==> config.mk <==
export PLATFORM = sky130hd
export DESIGN_NAME = dark_wrbuf
export DESIGN_NICKNAME = d
export VERILOG_FILES = /design/src/rtl/dark_wrbuf.sv
export SDC_FILE = /design/constraint.sdc
export NUM_CORES = 1
export LEC_CHECK = 0
export ABC_CLOCK_PERIOD_IN_PS = 4300
export CAP_MARGIN = 30
export CORE_UTILIZATION = 50
export DETAILED_ROUTE_END_ITERATION = 8
export PLACE_DENSITY = 0.83
export SYNTH_ARGS = -nofsm -noshare
export SYNTH_HDL_FRONTEND = slang
export SYNTH_SLANG_ARGS = --single-unit
export TNS_END_PERCENT = 1
==> constraint.sdc <==
create_clock -name XCLK -period 4.3 [get_ports XCLK]
set_input_delay 0.645 -clock XCLK [delete_from_list [all_inputs] [get_ports XCLK]]
set_output_delay 0.645 -clock XCLK [all_outputs]
set_load 0.05 [all_outputs]
==> src/rtl/dark_wrbuf.sv <==
// Posted-write buffer between the darkriscv data port and on-chip memory.
// Stores are queued and retired in order; loads wait for the queue to drain.
module dark_wrbuf #(
    parameter int DEPTH = 4
) (
    input  logic                    XCLK,
    input  logic                    XRES,
    input  logic                    c_rd,
    input  logic                    c_wr,
    input  logic [3:0]              c_be,
    input  logic [31:0]             c_addr,
    input  logic [31:0]             c_wdata,
    output logic [31:0]             c_rdata,
    output logic                    c_halt,
    output logic                    m_en,
    output logic                    m_rd,
    output logic                    m_wr,
    output logic [3:0]              m_be,
    output logic [31:0]             m_addr,
    output logic [31:0]             m_wdata,
    input  logic [31:0]             m_rdata,
    input  logic                    m_ack,
    output logic [$clog2(DEPTH):0]  count
);
    localparam int AW = $clog2(DEPTH);
    localparam int CW = AW + 1;

    typedef struct packed {
        logic [31:0] addr;
        logic [3:0]  be;
        logic [31:0] data;
    } wr_ent_t;

    typedef enum logic [1:0] {IDLE, WRITE, READ, RESP} state_t;

    wr_ent_t        fifo_q [DEPTH];
    wr_ent_t        head;
    logic [AW-1:0]  head_q, head_d, tail_q, tail_d;
    logic [CW-1:0]  count_q, count_d;
    state_t         state_q, state_d;
    logic [31:0]    rdata_q, rdata_d;
    logic [31:0]    raddr_q, raddr_d;
    logic [3:0]     rbe_q, rbe_d;
    logic           full, push, pop;

    assign full  = (count_q == CW'(DEPTH));
    assign push  = c_wr & ~full;
    assign pop   = (state_q == WRITE) & m_ack;
    assign head  = fifo_q[head_q];
    assign count = count_q;
    assign c_rdata = rdata_q;
    assign c_halt  = (c_wr & full) | (c_rd & (state_q != RESP));

    always_comb begin
        state_d = state_q;
        head_d  = head_q;
        tail_d  = tail_q;
        count_d = count_q;
        rdata_d = rdata_q;
        raddr_d = raddr_q;
        rbe_d   = rbe_q;

        if (push) tail_d = tail_q + AW'(1);
        if (pop)  head_d = head_q + AW'(1);
        case ({push, pop})
            2'b10:   count_d = count_q + CW'(1);
            2'b01:   count_d = count_q - CW'(1);
            default: count_d = count_q;
        endcase

        case (state_q)
            IDLE: begin
                // a push this cycle counts as queued so the write starts next cycle
                if (count_q != '0 || push) begin
                    state_d = WRITE;
                end else if (c_rd) begin
                    state_d = READ;
                    raddr_d = c_addr;
                    rbe_d   = c_be;
                end
            end
            WRITE: begin
                if (m_ack) state_d = (count_q > CW'(1) || push) ? WRITE : IDLE;
            end
            READ: begin
                if (m_ack) begin
                    rdata_d = m_rdata;
                    state_d = RESP;
                end
            end
            RESP:    state_d = IDLE;
            default: state_d = IDLE;
        endcase
    end

    // memory side is decoded purely from registers; the load address is latched on entry to READ
    always_comb begin
        m_en    = 1'b0;
        m_rd    = 1'b0;
        m_wr    = 1'b0;
        m_be    = '0;
        m_addr  = '0;
        m_wdata = '0;
        case (state_q)
            WRITE: begin
                m_en    = 1'b1;
                m_wr    = 1'b1;
                m_be    = head.be;
                m_addr  = head.addr;
                m_wdata = head.data;
            end
            READ: begin
                m_en   = 1'b1;
                m_rd   = 1'b1;
                m_be   = rbe_q;
                m_addr = raddr_q;
            end
            default: ;
        endcase
    end

    always_ff @(posedge XCLK or posedge XRES) begin
        if (XRES) begin
            state_q <= IDLE;
            head_q  <= '0;
            tail_q  <= '0;
            count_q <= '0;
            rdata_q <= '0;
            raddr_q <= '0;
            rbe_q   <= '0;
        end else begin
            state_q <= state_d;
            head_q  <= head_d;
            tail_q  <= tail_d;
            count_q <= count_d;
            rdata_q <= rdata_d;
            raddr_q <= raddr_d;
            rbe_q   <= rbe_d;
        end
    end

    always_ff @(posedge XCLK) begin
        if (push) fifo_q[tail_q] <= {c_addr, c_be, c_wdata};
    end
endmodule
### Layout detail

Scale bar: 10 um. Window x 29 to 54, y 29 to 54 um. Cells in grey, sequential cells in the stronger grey; small squares are vias.
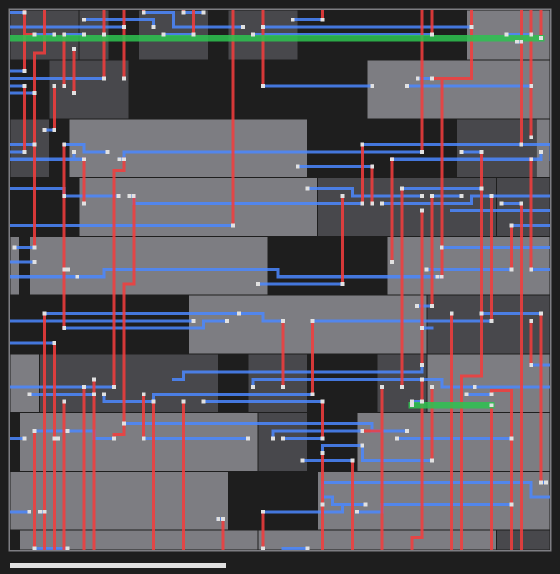
[blue] metal 1
[green] metal 3
[red] metal 2
netlist names of flops here include: fifo_q (11)
most frequent: edfxtp_1 (11), mux4_2 (3)
sequential cells in the window: 11
cells with their middle in the window: 24

### Routing congestion map

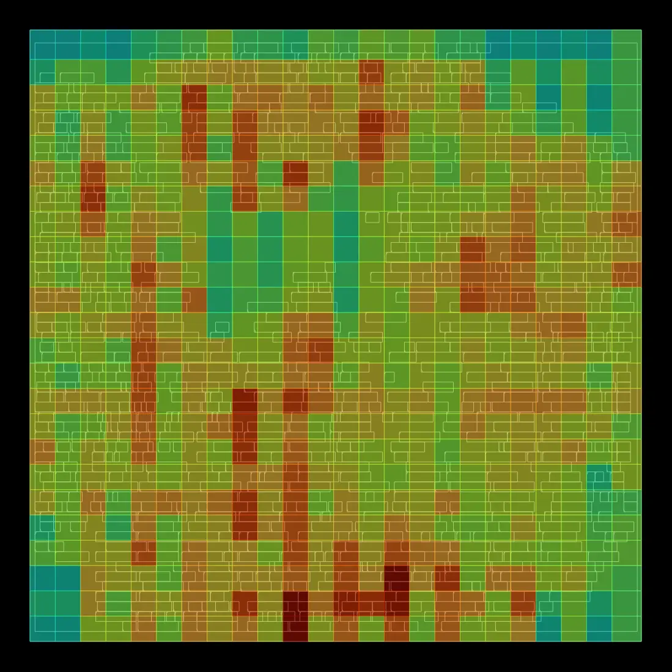
busiest grt layer: met2
global router's overall resource usage: 20.9%
met1 Use GR: 26.7%
fin util: 65.6%
GRT met3 Usage: 4.92%

### Selected gate families

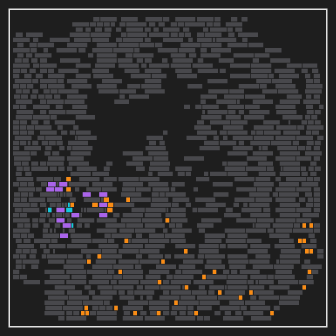
[cyan] NOR gates | cells: 4 | most used: nor2_1
[purple] adder and majority cells | cells: 13 | most used: ha_1
[orange] AND and OR gates | cells: 39 | most used: and2_1

### Sequential cells coloured by netlist name

Scale bar: 50 um. Other sequential cells in the stronger grey, the rest of the logic in the fainter grey.
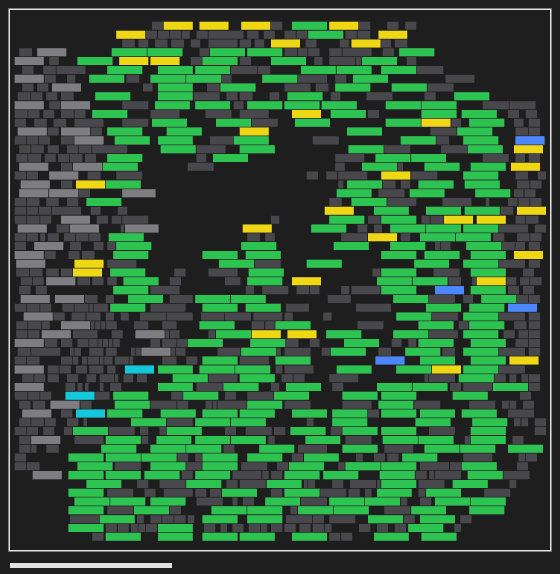
[green] fifo_q | flops: 272 | where: widely spread
[blue] rbe_q | flops: 4 | where: right middle
[yellow] raddr_q | flops: 32
[cyan] count | flops: 3

==> impl_metrics.csv <==
group,metric,value,unit
status,status,"finished, final reports clean",
clocking,clk_pin_slew_worst_paths,0.06,ns
floorplan,die_x,167,um
power_and_ir_drop,power.group.top,"combinational logic",
placement,place_inst,1172,
synth,yosysTopAreaCellShare,60.2,%
routing,antenna_left,0,
final_timing,worst_slew_pin_slew,0.887,ns
synth,yosysWarnings,0,
routing,dr.first_iter.drc_count,553,
floorplan,core_region_area,26400,sq um
power_and_ir_drop,pwr.group.clock,3.12,mW
run,openroad.warnings,35,
worst_setup_path,r2r_slack,1.64,ns
worst_setup_path,r2r-end,"fifo_q[0][50]",
floorplan,rows,59,
clocking,ctsResizeCount,0,
run,cap_viol_max_count,0,
final_layout,drive_gt1_share,25.4,%
hold_path,min_path_type,"input port to async pin",
synth,top_area_cell,"edfxtp_1",
synth,top_cells_by_count,"272 x edfxtp_1, 77 x dfrtp_1, 68 x mux4_2",
final_timing,slew_violations,0,
floorplan,taps,335,
worst_setup_path,crit_path_top_delay_cell,"clkdlybuf4s50_1",
grt,grt_pass1_wl,43.9,mm
power_and_ir_drop,ir_drop,0.440,mV
synth,yosys_area,13600,sq um
final_layout,final-nonclk-buf-share,13.2,%
synth,synthCells,644,
clocking,clock_path_buffers,3,
placement,dp_hpwl,17.0,mm
synth,seq_area_frac_synth,74.4,%
clocking,clk_latency,0.52,ns
synth,ys_cells,644,
final_layout,logic_area,3240,sq um
final_timing,setup_viol,0,
final_layout,nMultiInputCombCells,252,
synth,synthArstFlopShare,22.1,%
final_timing,rsz0062_at_grt,"false",
synth,synth_flops,349,
worst_setup_path,cp_num_buf_inv,2,
==> layer usage <==
layer	share of wire, %	up-vias	GRT usage (%)
li1	-	3055	-
met1	41	3623	26.7
met2	51	246	35.7
met3	6.5	43	4.92
met4	2.3	2	6.44
met5	0.043	-	0
==> logic make-up after synthesis <==
family	Yosys count
mux	139
compound gates	45
buf+inv	43
xor+xnor	6
fa+ha+maj	13
flops	349
simple gates	49
==> stage by stage <==
step                hold slack, ns  util (%)  power [mW]  instance area [sq um]
floorplan                    0.465         -        8.92                  13600
global placement             0.477      61.0        10.7                  16100
detailed placement           0.482      61.0        10.8                  16100
CTS                          0.422      65.6        13.9                  17300
global route                 0.467      65.6        14.3                  17300
finish                       0.427      65.6        13.8                  17300
Power figures rest on the tool's default switching activity, not on a simulated workload.
